Figure 1. Placement density heat map.
Scale bar: 20 microns. The die is cut into 11 by 11 equal tiles; dark blue is low, red is high, 0 to 100% covered.
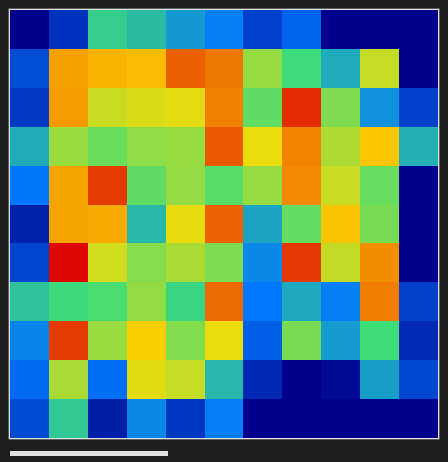
Figure 2. Sizing map.
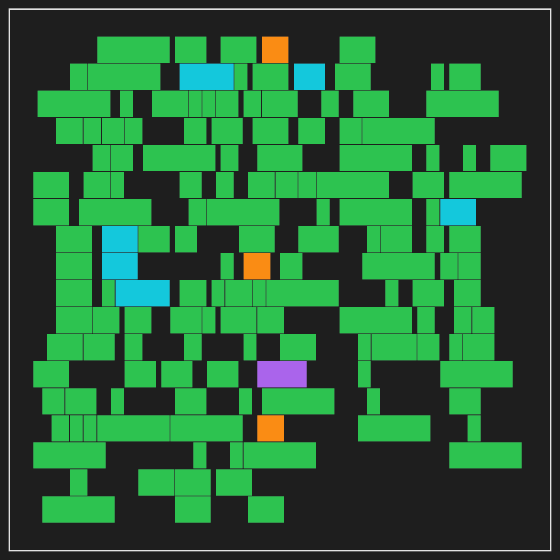
Figure 3. Wire density map.
Scale bar: 20 microns. The die is cut into 11 by 11 equal tiles; dark blue is low, red is high, scaled to the fullest tile. Values are wire area over tile area, all layers added.
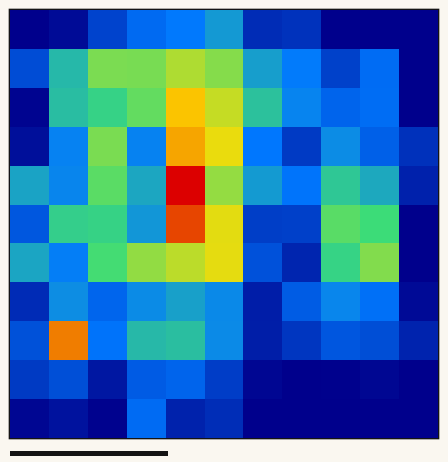
Design hh_mm_set_controller, sky130hd; sources not shown.
==> flow_metrics.env <==
# source this file to load flow results
export IMPL_crit_path_cell_trace="clkdlybuf4s50_1"
export IMPL_root_buffer="clkbuf_4"
export IMPL_comb_power_w=0.0000500
export IMPL_swShare_pct=24.0
export IMPL_synth_nets=132
export IMPL_top_layer_used="met4"
export IMPL_synthTopCellsByArea="dfxtp_1 42%, nor2_1 6.6%, xor2_1 5.4%"
export IMPL_synth_top_cell_area_share_pct=42.2
export IMPL_area_growth_synth_to_final_pct=24.0
export IMPL_hold_buffers=0
export IMPL_cts_resized=0
export IMPL_yosys_warnings=0
export IMPL_antenna_found_initial=0
export IMPL_cp_num_cells=1
export IMPL_logic_area_sq_um=641
export IMPL_fillCellCount=241
export IMPL_avgSynthCellArea_sq_um=9.12
export IMPL_grt_pass1_vias=910
export IMPL_grt_use_met1_pct=19.9
export IMPL_ys_seq_share_pct=42.2
export IMPL_status="complete, no violations"
export IMPL_synth_distinct_cells=41
export IMPL_p_clk_w=0.000152
export IMPL_final_cells=179
export IMPL_grt_busiest_layer="met2"
export IMPL_power_switching_w=0.000120
export IMPL_dp_cells=175
export IMPL_leakagePower_nw=0.512
export IMPL_crit_buf_inv=1
export IMPL_cts_buffers=3
export IMPL_cp_start_kind="flop"
export IMPL_row_count=18
export IMPL_h_tree_depth=1
export IMPL_adder_share_pct=2.20
export IMPL_syn_area_sq_mm=0.00114
export IMPL_reg2reg_depth=4
export IMPL_ir_drop_mv=0.294
export IMPL_drcViolationCount=0
export IMPL_report_power_total_w=0.000500
export IMPL_setup_viol=0
export IMPL_required_ns=2.53
export IMPL_cap_violations=0
export IMPL_grt_pass1_wl_mm=3.74
export IMPL_cts_setup_buffers=0
export IMPL_critPathMaxFanout=8
export IMPL_synth_cells=125
export IMPL_cts_tree="yes"
export IMPL_ys_sh_aoi_pct=11.5
export IMPL_seq_area_sq_um=480
export IMPL_cp_slowest_cell="clkdlybuf4s50_1"
export IMPL_whs_ns=0.297
export IMPL_worst_pin_slew_ns=0.454
export IMPL_ys_cells=125
export IMPL_dpl_worst_slack_ns=0.923
export IMPL_wl_met3_microns=77
export IMPL_avgViaCountPerCell=5.65
export IMPL_grt_util_met3_pct=2.46
export IMPL_rsz0062_at_grt="false"
export IMPL_drive_above_1_share_pct=6.71
export IMPL_synthMuxAreaShare_pct=2.74
export IMPL_clkPwrFrac_pct=30.4
export IMPL_worstPathArrival_ns=1.47
export IMPL_insertion_delay_ns=0.32
export IMPL_grt_use_total_pct=17.4
export IMPL_grt_use_met2_pct=31.3
export IMPL_wl_met1_mm=1.02
export IMPL_ios=21
export IMPL_numSynthFlops=24
export IMPL_clkTransAtPathRegs_ns=0.12
export IMPL_p_seq_w=0.000298
export IMPL_async_flop_share_pct=0
export IMPL_ys_sh_xor_pct=7.68
export IMPL_fin_nets=157
export IMPL_tool_warnings=26
export IMPL_dpl_cell_area_sq_mm=0.00138
export IMPL_fmax_mhz=436
export IMPL_critPathMaxStageDelay_ns=0.66
export IMPL_top_cells_by_count="24 x dfxtp_1, 20 x nor2_1, 9 x nand3_1"
export IMPL_synthTopLogicFamily="simple AND/OR/NAND/NOR gates"
export IMPL_ys_area_sq_mm=0.00114
export IMPL_pwr_share_comb_pct=10.0
export IMPL_flop_cell="dfxtp_1"
export IMPL_path_delay_family="buffers and inverters"
export IMPL_dieArea_sq_mm=0.00295
export IMPL_dieWidth_microns=54.3
export IMPL_power_leader="sequential cells"
export IMPL_endpoint_kind="output pin"
export IMPL_hold_depth=1
export IMPL_clock_path_buffers=2
export IMPL_gr_total_overflow=0
export IMPL_min_period_ns=2.29
export IMPL_fp_dieH_microns=54.3
export IMPL_most_common_cell="dfxtp_1"
export IMPL_timing_slew_headroom_pct=69.8
export IMPL_route_met2_wl_mm=1.16
export IMPL_ant_nets=0
export IMPL_slew_viol_final=0
export IMPL_p_per_area_mw_per_mm2=354
export IMPL_drt_initial_drc_count=20
export IMPL_ys_sh_simple_pct=32.1
export IMPL_num_antenna_cells=0
export IMPL_intPower_w=0.000380
export IMPL_critical_path_class="flop to output pin"
export IMPL_finalSetupTns_ns=0
export IMPL_place_gp_congestion=0.768
export IMPL_first_pass_iters=4
## Picture notes: Figure 1
mean over tiles: 47%
emptiest ninth of the die: south-east
tiles over 75% full: 21%
nearly empty tiles: 12%
post-layout util: 58.1%
CORE AREA: 0.00243 sq mm
FP Core Util: 46.9%

## Picture notes: Figure 2
| size | color | cells |
|---|---|---|
| drive 2 | cyan | 6 |
| drive 1 or less | green | 139 |
| drive 3 to 4 | orange | 3 |
| drive 6 and up | purple | 1 |
Non-CTS buffers: 22
post-layout worst setup margin: 1.06 ns
post-route cell area: 0.00141 sq mm

## Picture notes: Figure 3
densest ninth of the die: center
emptiest ninth of the die: south-east
mean over tiles: 0.13
fullest tile: 0.46
tiles over half the peak: 18%
vias: 1012
DR WL/cell: 12.9 microns

==> cell type report <==
cell class / count / area share (%)
plain buffers: 2 / 0.531
clock buffers: 4 / 2.57
well taps: 30 / 2.65
repair buffers: 20 / 14.2
flip-flops and latches: 24 / 34.0
multi-input cells: 96 / 45.3
inverters: 3 / 0.796
==> worst reg2reg max path, cell delays in order (launching register included) <==
cell and delay (ns):
dfxtp_1 0.49, and3b_1 0.26, and4_1 0.23, o21ai_1 0.16, mux2_1 0.33
==> placed cells by master, fill, tap and decap left out, types with 4 or more instances in the layout <==
| master | n |
|---|---|
| a21oi_1 | 5 |
| clkdlybuf4s50_1 | 20 |
| dfxtp_1 | 24 |
| nand2_1 | 4 |
| nand3_1 | 9 |
| nor2_1 | 20 |
| xor2_1 | 7 |
